**src/rtl/tx_chan_pkt_arbiter_pkg.sv**
```systemverilog
// Shared types and the round-robin search helper for the TX channel packet arbiter.
package tx_arb_pkg;

    typedef enum logic {
        IDLE = 1'b0,
        XFER = 1'b1
    } arb_state_t;

    // Widest configuration the helper supports; narrower arbiters zero-pad their requests.
    localparam int MAX_CH      = 16;
    localparam int MAX_CH_ID_W = 4;

    // First set bit of req strictly above last, wrapping to the lowest set bit.
    // Unused (padded) request bits are zero, so the wrap happens at the real channel count.
    function automatic logic [MAX_CH_ID_W-1:0] rr_next(
        input logic [MAX_CH-1:0]      req,
        input logic [MAX_CH_ID_W-1:0] last
    );
        logic found;
        rr_next = '0;
        found   = 1'b0;
        for (int i = 0; i < MAX_CH; i++) begin
            if (!found && req[i] && (i > int'(last))) begin
                rr_next = MAX_CH_ID_W'(i);
                found   = 1'b1;
            end
        end
        for (int i = 0; i < MAX_CH; i++) begin
            if (!found && req[i]) begin
                rr_next = MAX_CH_ID_W'(i);
                found   = 1'b1;
            end
        end
    endfunction

endpackage

```
**src/rtl/tx_chan_pkt_arbiter_if.sv**
```systemverilog
// Per-channel AVST input streams and the merged AVST output stream of the TX arbiter.
interface tx_chan_pkt_arbiter_if #(
    parameter int NUM_CH           = 8,
    parameter int AVST_DATA_WIDTH  = 128,
    parameter int AVST_EMPTY_WIDTH = 4
);
    localparam int CH_ID_WIDTH = $clog2(NUM_CH);

    // A beat transfers in any cycle where valid and ready are both high (ready latency 0);
    // valid never waits on ready, and the data/sop/eop/empty fields are only meaningful with valid.
    logic [NUM_CH-1:0]                  in_st_valid;
    logic [NUM_CH-1:0]                  in_st_sop;
    logic [NUM_CH-1:0]                  in_st_eop;
    logic [NUM_CH*AVST_DATA_WIDTH-1:0]  in_st_data;
    logic [NUM_CH*AVST_EMPTY_WIDTH-1:0] in_st_empty;
    logic [NUM_CH-1:0]                  in_st_ready;

    logic                               out_st_valid;
    logic                               out_st_sop;
    logic                               out_st_eop;
    logic [AVST_DATA_WIDTH-1:0]         out_st_data;
    logic [AVST_EMPTY_WIDTH-1:0]        out_st_empty;
    logic [CH_ID_WIDTH-1:0]             out_st_chan;
    logic                               out_st_ready;

    modport slave (
        input  in_st_valid, in_st_sop, in_st_eop, in_st_data, in_st_empty,
        output in_st_ready,
        output out_st_valid, out_st_sop, out_st_eop, out_st_data, out_st_empty, out_st_chan,
        input  out_st_ready
    );

    modport master (
        output in_st_valid, in_st_sop, in_st_eop, in_st_data, in_st_empty,
        input  in_st_ready,
        input  out_st_valid, out_st_sop, out_st_eop, out_st_data, out_st_empty, out_st_chan,
        output out_st_ready
    );

endinterface

```
**src/rtl/tx_chan_pkt_arbiter_rr_arbiter.sv**
```systemverilog
// Combinational round-robin picker: masked find-first-set above last_grant with wrap.
module rr_arbiter
    import tx_arb_pkg::*;
#(
    parameter int NUM_CH      = 8,
    parameter int CH_ID_WIDTH = $clog2(NUM_CH)
) (
    input  logic [NUM_CH-1:0]      req,
    input  logic [CH_ID_WIDTH-1:0] last_grant,
    output logic [CH_ID_WIDTH-1:0] pick,
    output logic                   pick_valid
);

    logic [MAX_CH-1:0]      req_pad;
    logic [MAX_CH_ID_W-1:0] last_pad;

    always_comb begin
        req_pad             = '0;
        req_pad[NUM_CH-1:0] = req;
        last_pad            = MAX_CH_ID_W'(last_grant);
        pick                = CH_ID_WIDTH'(rr_next(req_pad, last_pad));
        pick_valid          = |req;
    end

endmodule

```
**src/rtl/tx_chan_pkt_arbiter.sv**
```systemverilog
// Packet-granular round-robin merge of NUM_CH TX DMA streams into one AVST stream.
module tx_chan_pkt_arbiter
    import tx_arb_pkg::*;
#(
    parameter int NUM_CH           = 8,
    parameter int AVST_DATA_WIDTH  = 128,
    parameter int AVST_EMPTY_WIDTH = 4
) (
    input  logic                   st_clk,
    input  logic                   st_rst_n,
    input  logic [NUM_CH-1:0]      ch_en,
    tx_chan_pkt_arbiter_if.slave   st,
    output logic                   busy,
    output logic [NUM_CH-1:0]      drop_sticky,
    output arb_state_t             dbg_state
);

    localparam int CH_ID_WIDTH = $clog2(NUM_CH);

    arb_state_t             state_q, state_d;
    logic [CH_ID_WIDTH-1:0] grant_q, grant_d;
    logic [CH_ID_WIDTH-1:0] last_grant_q, last_grant_d;
    logic [NUM_CH-1:0]      drop_sticky_q, drop_sticky_d;

    logic [NUM_CH-1:0]      req;
    logic [NUM_CH-1:0]      stray;
    logic [CH_ID_WIDTH-1:0] pick;
    logic                   pick_valid;

    // ch_en only gates new requests and stray draining; an active grant ignores it.
    assign req   = st.in_st_valid &  st.in_st_sop & ch_en;
    assign stray = st.in_st_valid & ~st.in_st_sop & ch_en;

    rr_arbiter #(
        .NUM_CH      (NUM_CH),
        .CH_ID_WIDTH (CH_ID_WIDTH)
    ) u_rr_arbiter (
        .req        (req),
        .last_grant (last_grant_q),
        .pick       (pick),
        .pick_valid (pick_valid)
    );

    always_ff @(posedge st_clk or negedge st_rst_n) begin
        if (!st_rst_n) begin
            state_q       <= IDLE;
            grant_q       <= '0;
            last_grant_q  <= CH_ID_WIDTH'(NUM_CH - 1);
            drop_sticky_q <= '0;
        end else begin
            state_q       <= state_d;
            grant_q       <= grant_d;
            last_grant_q  <= last_grant_d;
            drop_sticky_q <= drop_sticky_d;
        end
    end

    always_comb begin
        state_d         = state_q;
        grant_d         = grant_q;
        last_grant_d    = last_grant_q;
        drop_sticky_d   = drop_sticky_q;
        st.in_st_ready  = '0;
        st.out_st_valid = 1'b0;
        st.out_st_sop   = 1'b0;
        st.out_st_eop   = 1'b0;
        st.out_st_data  = '0;
        st.out_st_empty = '0;
        st.out_st_chan  = '0;

        unique case (state_q)
            IDLE: begin
                // Out-of-packet beats are accepted and thrown away so they cannot wedge a channel.
                st.in_st_ready = stray;
                drop_sticky_d  = drop_sticky_q | stray;
                if (pick_valid) begin
                    grant_d      = pick;
                    last_grant_d = pick;
                    state_d      = XFER;
                end
            end
            XFER: begin
                st.out_st_valid         = st.in_st_valid[grant_q];
                st.out_st_sop           = st.in_st_sop[grant_q];
                st.out_st_eop           = st.in_st_eop[grant_q];
                st.out_st_data          = st.in_st_data[int'(grant_q)*AVST_DATA_WIDTH +: AVST_DATA_WIDTH];
                st.out_st_empty         = st.in_st_empty[int'(grant_q)*AVST_EMPTY_WIDTH +: AVST_EMPTY_WIDTH];
                st.out_st_chan          = grant_q;
                st.in_st_ready[grant_q] = st.out_st_ready;
                if (st.in_st_valid[grant_q] && st.out_st_ready && st.in_st_eop[grant_q]) begin
                    state_d = IDLE;
                end
            end
            default: state_d = IDLE;
        endcase
    end

    assign busy        = (state_q == XFER);
    assign drop_sticky = drop_sticky_q;
    assign dbg_state   = state_q;

endmodule

```
**src/flat_wrapper.sv**
```systemverilog
// flat-port wrapper written by rule: the top's interface ports become plain ports
module tx_chan_pkt_arbiter_flat import tx_arb_pkg::*;
#(
    parameter int NUM_CH           = 8,
    parameter int AVST_DATA_WIDTH  = 128,
    parameter int AVST_EMPTY_WIDTH = 4
)
  (st_clk, st_rst_n, ch_en, busy, drop_sticky, dbg_state, st_in_st_valid, st_in_st_sop, st_in_st_eop, st_in_st_data, st_in_st_empty, st_in_st_ready, st_out_st_valid, st_out_st_sop, st_out_st_eop, st_out_st_data, st_out_st_empty, st_out_st_chan, st_out_st_ready);
  tx_chan_pkt_arbiter_if #(.NUM_CH(NUM_CH), .AVST_DATA_WIDTH(AVST_DATA_WIDTH), .AVST_EMPTY_WIDTH(AVST_EMPTY_WIDTH)) st_i ();
  input  logic st_clk;
  input  logic st_rst_n;
  input  logic [NUM_CH-1:0] ch_en;
  output logic busy;
  output logic [NUM_CH-1:0] drop_sticky;
  output arb_state_t dbg_state;
  input wire logic [$bits(st_i.in_st_valid)-1:0] st_in_st_valid;
  input wire logic [$bits(st_i.in_st_sop)-1:0] st_in_st_sop;
  input wire logic [$bits(st_i.in_st_eop)-1:0] st_in_st_eop;
  input wire logic [$bits(st_i.in_st_data)-1:0] st_in_st_data;
  input wire logic [$bits(st_i.in_st_empty)-1:0] st_in_st_empty;
  output wire logic [$bits(st_i.in_st_ready)-1:0] st_in_st_ready;
  output wire logic [$bits(st_i.out_st_valid)-1:0] st_out_st_valid;
  output wire logic [$bits(st_i.out_st_sop)-1:0] st_out_st_sop;
  output wire logic [$bits(st_i.out_st_eop)-1:0] st_out_st_eop;
  output wire logic [$bits(st_i.out_st_data)-1:0] st_out_st_data;
  output wire logic [$bits(st_i.out_st_empty)-1:0] st_out_st_empty;
  output wire logic [$bits(st_i.out_st_chan)-1:0] st_out_st_chan;
  input wire logic [$bits(st_i.out_st_ready)-1:0] st_out_st_ready;
  assign st_i.in_st_valid = st_in_st_valid;
  assign st_i.in_st_sop = st_in_st_sop;
  assign st_i.in_st_eop = st_in_st_eop;
  assign st_i.in_st_data = st_in_st_data;
  assign st_i.in_st_empty = st_in_st_empty;
  assign st_in_st_ready = st_i.in_st_ready;
  assign st_out_st_valid = st_i.out_st_valid;
  assign st_out_st_sop = st_i.out_st_sop;
  assign st_out_st_eop = st_i.out_st_eop;
  assign st_out_st_data = st_i.out_st_data;
  assign st_out_st_empty = st_i.out_st_empty;
  assign st_out_st_chan = st_i.out_st_chan;
  assign st_i.out_st_ready = st_out_st_ready;
  tx_chan_pkt_arbiter #(.NUM_CH(NUM_CH), .AVST_DATA_WIDTH(AVST_DATA_WIDTH), .AVST_EMPTY_WIDTH(AVST_EMPTY_WIDTH)) u_core (.st_clk(st_clk), .st_rst_n(st_rst_n), .ch_en(ch_en), .st(st_i), .busy(busy), .drop_sticky(drop_sticky), .dbg_state(dbg_state));
endmodule
```
**config.mk**
```make
export PLATFORM = sky130hd
export DESIGN_NAME = tx_chan_pkt_arbiter_flat
export DESIGN_NICKNAME = d
export VERILOG_FILES = /design/src/rtl/tx_chan_pkt_arbiter_pkg.sv /design/src/rtl/tx_chan_pkt_arbiter_if.sv /design/src/rtl/tx_chan_pkt_arbiter_rr_arbiter.sv /design/src/rtl/tx_chan_pkt_arbiter.sv /design/src/flat_wrapper.sv
export SDC_FILE = /design/constraint.sdc
export NUM_CORES = 1
export LEC_CHECK = 0
export ABC_AREA = 1
export CORE_AREA = 10 10 472 474
export CTS_CLUSTER_SIZE = 12
export DETAILED_ROUTE_END_ITERATION = 6
export DIE_AREA = 0 0 482 484
export SKIP_CTS_REPAIR_TIMING = 1
export SYNTH_ARGS = -nofsm -noshare
export SYNTH_HDL_FRONTEND = slang
export SYNTH_SLANG_ARGS = --single-unit
```
**constraint.sdc**
```tcl
create_clock -name st_clk -period 3.5 [get_ports st_clk]
set_input_delay 0.875 -clock st_clk [delete_from_list [all_inputs] [get_ports st_clk]]
set_output_delay 0.875 -clock st_clk [all_outputs]
set_load 0.05 [all_outputs]
```
==> CHANGELOG.md <==
### Changed

- Failing checks: setup timing
- Fraction of power consumed by combinational cells: 98.2%
- TritonCTS clock tree: done
- Count of filler cells inserted in the layout: 24.5k
- Die Wd: 482 um
- Average footprint of a synthesized cell: 4.99 um^2
- Setup slack after layout: -94.2 ps
- Count of instantiated cells in the yosys netlist: 1974
- Number of buffers on the longest clock path: 2
- Crit path top cell by count: buf_12
- Leak Pwr: 10.0 nW
- Share of post-route cells with drive strength above 1: 13.7%
- Result of the run: finished with violations
- Switching power: 0.0202 W
- Number of endpoints with negative hold slack in the final report: 0
- Crit-path cells: buf_12 > clkinv_8 > buf_12 > o21ai_1 > a41oi_2 > buf_12
- Total half-perimeter wirelength after legalization and detailed placement: 211 mm
- Kind of launch point of the worst setup path: register
- # setup viols final: 8
- Layout-stage area growth over the synthesis result: 196%
- Worst-case reg-to-reg path depth: 9
- Number of DRC violations after detailed-routing iteration 0: 1582
- Critical Path Fanout Max: 26
- Internal power summed over all cells: 0.0121 W
- Data required time of the critical path: 2620 ps
- Final design utilization: 13.7%
- Most numerous cell types in the synthesized netlist: 814 x nor2_1, 482 x o21ai_0, 134 x a41oi_1, 132 x o21a_1, 98 x clkbuf_1
- Number of register bits inferred by synthesis: 15
- Area taken by flip-flops and latches: 385 um^2
- IR Drop Worst-Case VDD: 0.840 mV
- Total count of max-transition violations in the final report: 0
- Worst hold slack: 470 ps
- Hold path endpoint: u_core.drop_sticky[5]
- Post-layout period usage: 103%
- Number of unique standard cell types used by synthesis: 34
[registers in the layout, summed over array words and instances, names as in the netlist]
| name | cells |
|---|---|
| u_core.last_grant_q | 3 |
| u_core.busy | 1 |
| u_core.grant_q | 3 |
| u_core.drop_sticky | 8 |
[kinds of logic after synthesis]
| logic type | share of synthesized area, % |
|---|---|
| simple gates | 35.4 |
| compound gates | 51.0 |
| buf+inv | 9.76 |
| flops | 3.85 |
[power by group through the flow]
stage	registers, W	clock network (W)	logic (W)
3_5_place_dp	0.000413	0	0.0316
2_1_floorplan	0.000271	0	0.0125
5_1_grt	0.000343	0.000264	0.0332
3_3_place_gp	0.000411	0	0.0314
4_1_cts	0.000410	0.000263	0.0317
6_report	0.000333	0.000254	0.0317
[critical path: cells and delay by family, from the launching register on]
kind / cells / cell delay (ps)
AOI/OAI and AO/OA: 2 / 1120
buffers and inverters: 4 / 830
DFF: 1 / 440
[metrics by stage]
stage / setup slack, ps / instance area [um^2] / cells
global placement: -2050 / 28200 / 6017
finish: -94.2 / 29200 / 6096
floorplan: 116 / 9850 / 1974
CTS: -919 / 28400 / 6032
global route: -103 / 29100 / 6060
detailed placement: -623 / 28300 / 6028
[cells in the final DEF (no fill, tap or decap), drive strengths merged, types with 2 or more instances in the layout]
cell,instances
clkinv,2
nor2,820
nand2,55
a21oi,9
clkdlybuf4s50,1098
clkbuf,3
buf,318
diode,58
o211ai,2
a41oi,134
nand3,15
o22ai,2
dfstp,3
o21ai,549
dfrtp,12
inv,33
o21a,132
nand4,8
[layout make-up]
class                           instances  area share, %
Clock buffer                            3          0.257
Tap cell                             2838           12.2
Inverter                               34          0.532
Timing Repair Buffer                 1416           54.1
Sequential cell                        15           1.32
Clock inverter                          1         0.0172
Antenna cell                           58          0.497
Multi-Input combinational cell       1731           31.1
[per-layer routing]
layer	wire, um	part of all wire, %	track usage (%)	up-vias
met4	6800	2.9	4.10	130
met2	105000	45	31.0	1628
met1	90700	39	21.7	10182
met5	847	0.37	0	-
met3	27500	12	8.79	432
li1	-	-	-	9386
[worst max path at each step]
stage / from / end / slack, ps
floorplan: u_core.busy / st_out_st_data[126] / 120
global placement: u_core.grant_q[0] / st_out_st_data[10] / -2050
detailed placement: u_core.grant_q[0] / st_out_st_data[121] / -620
CTS: u_core.grant_q[0] / st_out_st_data[121] / -920
global route: u_core.grant_q[0] / st_out_st_data[25] / -100
finish: u_core.grant_q[0] / st_out_st_data[16] / -90
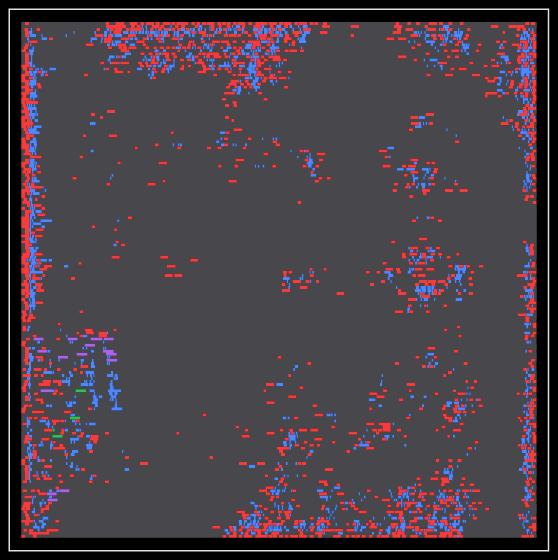
(placement by cell class)
Fill, decap, tap and diode cells in grey.
Key: sequential cells = purple [cells 15, share of their area 1.5%]; combinational and other logic = blue [cells 1765, share of their area 36%]; clock drivers and dummy loads = green [cells 4, share of their area 0.31%]; remaining buffers and delay cells = red [cells 1416, share of their area 62%]
post-route cell area: 0.0292 mm^2
Core Rows: 170
flop share of the area: 1.32%
area of the placeable core: 0.214 mm^2

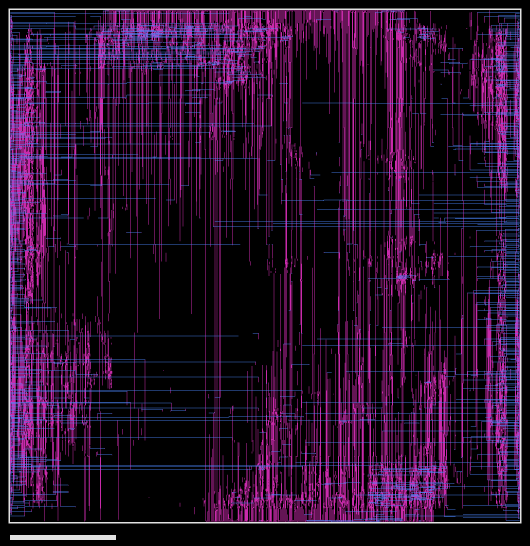
(signal wires by layer)
Bar = 100 um. Two of the layers only.
Key: metal 3 = blue [wire length 27.5 mm]; metal 2 = magenta [wire length 105 mm]
total global routing track utilization: 18.7%
routed via count: 21.8k
overall routed net length: 231 mm
average wire length per cell after detail routing: 37.8 um

Power figures rest on the tool's default switching activity, not on a simulated workload.
